**Run 1: routing congestion map**

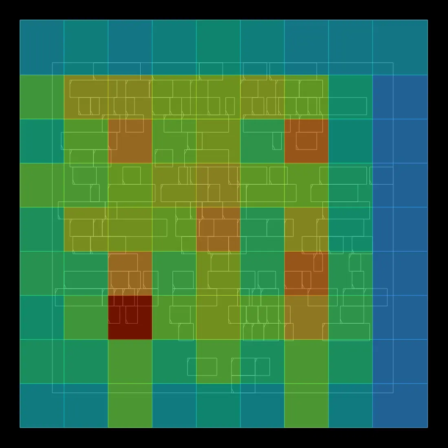
**Run 1: wire density map**

13 x 13 tiles, from dark blue (low) to red (high), scaled to the fullest tile. Values are wire area over tile area, all layers added.
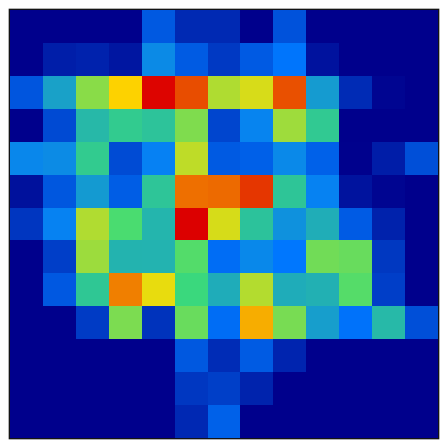
**Run 1: the metal 2 layer**

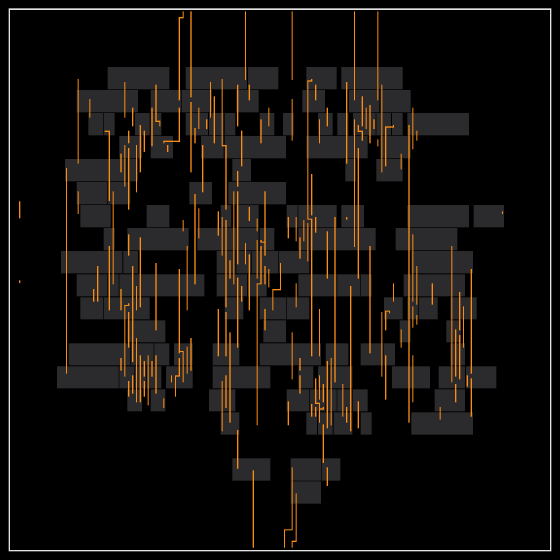
File: config.mk
export PLATFORM = sky130hd
export DESIGN_NAME = fifo_uart_tx
export DESIGN_NICKNAME = d
export VERILOG_FILES = /design/src/rtl/fifo_uart_pkg.sv /design/src/rtl/uart_baud_gen.sv /design/src/rtl/fifo_uart_tx.sv
export SDC_FILE = /design/constraint.sdc
export NUM_CORES = 1
export LEC_CHECK = 0
export CAP_MARGIN = 20
export CORE_MARGIN = 5
export CORE_UTILIZATION = 35
export DETAILED_ROUTE_END_ITERATION = 10
export GPL_ROUTABILITY_DRIVEN = 0
export PLACE_DENSITY = 0.58
export SYNTH_ARGS = -nofsm -noshare
export SYNTH_HDL_FRONTEND = slang
export SYNTH_HIERARCHICAL = 1
export SYNTH_SLANG_ARGS = --single-unit
File: constraint.sdc
create_clock -name clk -period 2.1 [get_ports clk]
set_input_delay 0.42 -clock clk [delete_from_list [all_inputs] [get_ports clk]]
set_output_delay 0.42 -clock clk [all_outputs]
set_load 0.01 [all_outputs]
File: src/rtl/fifo_uart_pkg.sv
`default_nettype none
// ============================================================================
// Module      : fifo_uart_pkg
// Description : Shared types and helpers for the FIFO-fed UART blocks.
// Revision    : 1.0 - initial release
// ============================================================================
package fifo_uart_pkg;

    typedef enum logic [2:0] {
        IDLE   = 3'd0,
        POP    = 3'd1,
        WAIT   = 3'd2,
        START  = 3'd3,
        DATA   = 3'd4,
        PARITY = 3'd5,
        STOP   = 3'd6
    } state_t;

    localparam logic IDLE_LEVEL = 1'b1;

    // One extra bit so the counter can hold DATA_W itself.
    function automatic int bit_cnt_w(input int data_w);
        return $clog2(data_w) + 1;
    endfunction

endpackage
`default_nettype wire

File: src/rtl/uart_baud_gen.sv
`default_nettype none
// ============================================================================
// Module      : uart_baud_gen
// Description : Free-running bit-period counter with synchronous clear.
// Revision    : 1.0 - initial release
// ============================================================================
module uart_baud_gen #(
    parameter int CLKS_PER_BIT = 16
) (
    input  logic clk,
    input  logic rst,
    input  logic clear,
    output logic bit_end
);

    localparam int c_cnt_w = $clog2(CLKS_PER_BIT);
    localparam logic [c_cnt_w-1:0] c_last = c_cnt_w'(CLKS_PER_BIT - 1);

    logic [c_cnt_w-1:0] r_cnt;

    always_ff @(posedge clk) begin
        if (rst || clear) begin
            r_cnt <= '0;
        end else if (r_cnt == c_last) begin
            r_cnt <= '0;
        end else begin
            r_cnt <= r_cnt + 1'b1;
        end
    end

    assign bit_end = (r_cnt == c_last);

endmodule
`default_nettype wire

File: src/rtl/fifo_uart_tx.sv
`default_nettype none
// ============================================================================
// Module      : fifo_uart_tx
// Description : Pops words from a synchronous FIFO and sends them as 8N1
//               UART frames, LSB first. Define FIFO_UART_TX_PARITY_EN to add
//               an even-parity bit between the data and stop bits.
// Revision    : 1.0 - initial release
// ============================================================================
module fifo_uart_tx
    import fifo_uart_pkg::*;
#(
    parameter int DATA_W       = 8,
    parameter int CLKS_PER_BIT = 16
) (
    input  logic              clk,
    input  logic              rst,
    input  logic              tx_en,
    input  logic              fifo_empty,
    input  logic [DATA_W-1:0] fifo_data,
    output logic              fifo_rd_en,
    output logic              tx,
    output logic              busy
);

    localparam int c_bit_w = bit_cnt_w(DATA_W);
    localparam logic [c_bit_w-1:0] c_last_bit = c_bit_w'(DATA_W - 1);

`ifdef FIFO_UART_TX_PARITY_EN
    localparam state_t c_after_data = PARITY;
`else
    localparam state_t c_after_data = STOP;
`endif

    state_t              r_state;
    state_t              w_state_next;
    logic [DATA_W-1:0]   r_shift;
    logic [DATA_W-1:0]   w_shift_next;
    logic [c_bit_w-1:0]  r_bit_cnt;
    logic [c_bit_w-1:0]  w_bit_cnt_next;
    logic                r_tx;
    logic                w_tx_next;
    logic                w_bit_end;
    logic                w_clear;

`ifdef FIFO_UART_TX_PARITY_EN
    logic r_parity;

    always_ff @(posedge clk) begin
        if (rst) begin
            r_parity <= 1'b0;
        end else if (r_state == WAIT) begin
            r_parity <= ^fifo_data;
        end
    end
`endif

    // Restart the bit period on every state change.
    assign w_clear = (w_state_next != r_state);

    uart_baud_gen #(
        .CLKS_PER_BIT (CLKS_PER_BIT)
    ) u_baud (
        .clk     (clk),
        .rst     (rst),
        .clear   (w_clear),
        .bit_end (w_bit_end)
    );

    always_ff @(posedge clk) begin
        if (rst) begin
            r_state   <= IDLE;
            r_shift   <= '0;
            r_bit_cnt <= '0;
            r_tx      <= IDLE_LEVEL;
        end else begin
            r_state   <= w_state_next;
            r_shift   <= w_shift_next;
            r_bit_cnt <= w_bit_cnt_next;
            r_tx      <= w_tx_next;
        end
    end

    always_comb begin
        w_state_next   = r_state;
        w_shift_next   = r_shift;
        w_bit_cnt_next = r_bit_cnt;
        case (r_state)
            IDLE:  if (tx_en && !fifo_empty) w_state_next = POP;
            POP:   w_state_next = WAIT;
            WAIT: begin
                w_state_next = START;
                w_shift_next = fifo_data;
            end
            START: begin
                if (w_bit_end) begin
                    w_state_next   = DATA;
                    w_bit_cnt_next = '0;
                end
            end
            DATA: begin
                if (w_bit_end) begin
                    w_shift_next   = r_shift >> 1;
                    w_bit_cnt_next = r_bit_cnt + 1'b1;
                    if (r_bit_cnt == c_last_bit) w_state_next = c_after_data;
                end
            end
`ifdef FIFO_UART_TX_PARITY_EN
            PARITY: if (w_bit_end) w_state_next = STOP;
`endif
            STOP:  if (w_bit_end) w_state_next = IDLE;
            default: w_state_next = IDLE;
        endcase

        // Line level is computed from the next state so tx comes straight off a flop.
        w_tx_next = IDLE_LEVEL;
        case (w_state_next)
            START:  w_tx_next = ~IDLE_LEVEL;
            DATA:   w_tx_next = w_shift_next[0];
`ifdef FIFO_UART_TX_PARITY_EN
            PARITY: w_tx_next = r_parity;
`endif
            default: w_tx_next = IDLE_LEVEL;
        endcase
    end

    assign tx         = r_tx;
    assign fifo_rd_en = (r_state == POP);
    assign busy       = (r_state != IDLE);

endmodule
`default_nettype wire

==> flow_summary.ini, run 1 <==
; generated from flow reports
[run_status]
status = completed

[yosys]
synth-xor-area-share_pct = 1.73
topCellsByArea = dfxtp_1, a22oi_1, a21oi_1
seq_area_frac_synth_pct = 39.5
yosysTopAreaCell = dfxtp_1
fp_nets = 124
yosysWarnings = 6
ys_cells = 110
synth_top_area_share_pct = 39.5
topCombFamilyByArea = simple AND/OR/NAND/NOR gates

[clock_tree]
clkSlewWorstSetupHoldPaths_ps = 110
postCtsHoldBufs = 0
cts_resized = 1
clk_latency_ps = 290
cts_tree = built

[drt]
dr.pass1.iters = 4

[global_route]
antenna_found_initial = 0

[floorplanning]
fp_util_pct = 36.8
fp.dieH_um = 63.8

[worst_setup_path]
endpoint = fifo_rd_en
startpoint_type = register

[worst_hold_path]
min_from = r_shift[2]$_SDFFE_PP0P_

[layout]
area_delta_synth_final_pct = 21.5
drive_above_1_share_pct = 18.8
layout.cells.non_filler = 159

[sta]
relSlewSlack_pct = 73.0
setup_tns_ps = 0
finalCritPeriodShare_pct = 94.5
worst_pin_slew_ps = 405
## Picture notes: 'routing congestion map'
fin util: 44.6%
Routed wire per std cell: 12.4 um
busiest grt layer: met2
global-route met1 utilization: 13.2%
met2 Track Usage GR: 15.8%

## Picture notes: 'wire density map'
- nearly empty tiles: 35%
- tiles over half the peak: 17%
- fullest tile: 0.32
- densest ninth of the die: middle
- emptiest ninth of the die: bottom left
- mean over tiles: 0.075

## Picture notes: 'the metal 2 layer'
- longest straight run: 35.0 um
- main direction: vertical

==> run 1: state kept, by name (all words and copies together) (netlist names) <==
register / cells
r_state: 3
tx: 1
r_shift: 8
r_bit_cnt: 4
u_baud/r_cnt: 4
==> run 1: through the flow <==
stage	power (mW)	hold WS, ps	cell area, um^2
after CTS	0.703	463	1230
final	0.687	460	1230
after floorplan	0.477	418	1010
after global placement	0.521	430	1200
after global routing	0.733	491	1230
after detailed placement	0.524	446	1200
==> run 1: worst max-delay path: stages, from the launching register on <==
cell and delay [ps]:
dfxtp_1 360, nor2b_2 180, nor2b_1 180, clkdlybuf4s50_1 560
==> run 1: cell usage after synthesis, drive strengths merged <==
cell,count
a211oi,1
nor2,10
mux2i,1
nand3,4
dfxtp,20
inv,2
and3b,1
a41o,1
nand4b,2
and3,1
a22oi,7
a21oi,11
and2b,1
nor3,2
clkbuf,2
nand2,12
ha,2
a22o,1
buf,5
a311oi,1
xnor2,1
o22ai,2
xor2,1
nor2b,4
nor3b,3
o21a,1
a41oi,1
nand2b,1
or3,1
o21ai,6
a31oi,1
and4bb,1
==> run 1: cells by family (layout without fill, tap and decap cells) <==
group,after synthesis,count (layout)
flip-flops,20,20
XOR/XNOR,2,2
buffers and inverters,9,27
AND-OR/OR-AND,33,33
AND/OR/NAND/NOR,43,43
multiplexers,1,1
adder cells (fa/ha/maj),2,2
==> run 1: final cells by class <==
cell class	instances	area (um^2)
fillers	279	1530
multi-input cells	81	558
flip-flops and latches	20	402
repair buffers	22	203
well taps	31	38.8
clock buffers	3	22.5
inverters	2	7.51
==> run 1: where the power goes <==
part | switching [mW] | internal, mW
Sequential | 0.0112 | 0.395
Clock | 0.107 | 0.0667
Combinational | 0.0484 | 0.0588
==> run 2, diff against run 1 <==
==> constraint.sdc (replaced) <==
create_clock -name clk -period 1.9 [get_ports clk]
set_input_delay 0.38 -clock clk [delete_from_list [all_inputs] [get_ports clk]]
set_output_delay 0.38 -clock clk [all_outputs]
set_load 0.01 [all_outputs]
**Run 2: M1 wires**

The bar under the picture is 20 um long. Supply wires on this layer in gray.
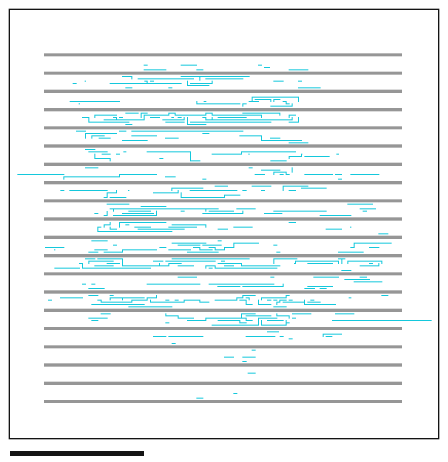
- nets with wire on the layer: 133
- wire length on this layer: 908 um

**Run 2: routing congestion map**

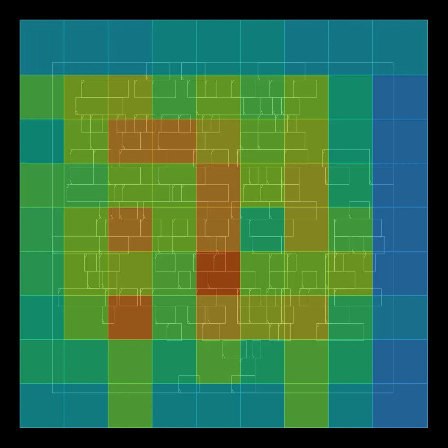
fin util: 45.7%
global routing usage on met3: 4.90%
global-route met1 utilization: 12.6%
Routed wire per std cell: 12.2 um
GRT Util Overall: 10.6%

==> run 2 against run 1 <==
Compared with the run above: via count is 2.9% higher; design area is 2.4% higher; combinational power is about 20% higher; routed wire length is 1.1% higher; synthesized cell count stayed put; clock skew is 14 ps higher; largest cell class unchanged; largest power group unchanged; highest routed layer is now met3.
==> flow_summary.ini, run 2 <==
; generated from flow reports
[run_status]
status = completed

[floorplanning]
fp.dieH_um = 63.8

[worst_setup_path]
slowest_stage = dfxtp_1
cpPeakStageDelay_ps = 350
critPathBufInv = 2
path_cells = buf_4 > or3_1 > dlygate4sd2_1
startpoint_type = register

[yosys]
yosysTopAreaCell = dfxtp_1
topCellsByArea = dfxtp_1, a22oi_1, a21oi_1
most_common_cell = dfxtp_1
synth_top_area_share_pct = 39.5
ys_async_sr_fraction_pct = 0
edf_count = 0
top_cells_by_count = dfxtp_1, nand2_1, a21oi_1, nor2_1, a22oi_1

[layout]
n_fill_cell = 273
register_area_um2 = 400
final_area_mm2 = 0.00126
area_delta_synth_final_pct = 24.4
comb_area_um2 = 558
drive_above_1_share_pct = 20.5

[sta]
relSlewSlack_pct = 83.0
fin_hold_ws_ps = 460
finalCritPeriodShare_pct = 95.0
worst_pin_slew_ps = 255

[pwr]
netSwitchingPower_mw = 0.196
power_frac_seq_pct = 54.8
p_comb_share_pct = 15.3

[clock_tree]
clkSlewWorstSetupHoldPaths_ps = 120
cts_resized = 3

[worst_hold_path]
min_from = u_baud/r_cnt[0]$_SDFF_PP0_
-- run 2: cell counts after synthesis --
No cell type changed its count.
-- run 2: layout make-up --
class | count | area share, %
Multi-Input combinational cell | 81 | 44.2
Tap cell | 31 | 3.08
Timing Repair Buffer | 25 | 17.5
Inverter | 2 | 0.595
Sequential cell | 20 | 31.7
Clock buffer | 4 | 2.88
-- run 2: stage by stage --
step / std cells / power [mW]
after floorplan: 110 / 0.527
after global placement: 159 / 0.586
after detailed placement: 159 / 0.588
after CTS: 163 / 0.837
after global routing: 163 / 0.874
final: 163 / 0.820
-- run 2: routing by layer --
layer | routed length [um] | track usage [%] | vias to the layer above
met3 | 75 | 4.90 | 0
met5 | 0 | 0 | -
met2 | 1010 | 17.8 | 8
li1 | - | - | 438
met4 | 0 | 1.56 | 0
met1 | 907 | 12.6 | 407
-- run 2: worst max path at each step --
stage,to,slack (ps),cells after the start
2_1_floorplan,u_baud/r_cnt[1]$_SDFF_PP0_,260,8
5_1_grt,busy,10,3
6_report,busy,90,3
4_1_cts,busy,70,3
3_5_place_dp,u_baud/r_cnt[1]$_SDFF_PP0_,130,7
3_3_place_gp,u_baud/r_cnt[1]$_SDFF_PP0_,160,7
-- run 2: power by group through the flow --
stage	clock network, mW	logic (mW)	registers [mW]
after global routing	0.283	0.139	0.452
after detailed placement	0	0.129	0.459
after floorplan	0	0.0721	0.455
final	0.245	0.125	0.449
after CTS	0.260	0.127	0.449
after global placement	0	0.128	0.458
-- run 2: cell families (layout without fill, tap and decap cells) --
kind of cell / Yosys count / after routing / share of synthesized area, %
mux: 1 / 1 / 0.988
simple gates: 43 / 43 / 25.6
compound gates: 33 / 33 / 24.1
buf+inv: 9 / 31 / 5.68
xor+xnor: 2 / 2 / 1.73
fa+ha+maj: 2 / 2 / 2.47
flops: 20 / 20 / 39.5
No activity file was given, so power comes from the tool's default toggle rates.
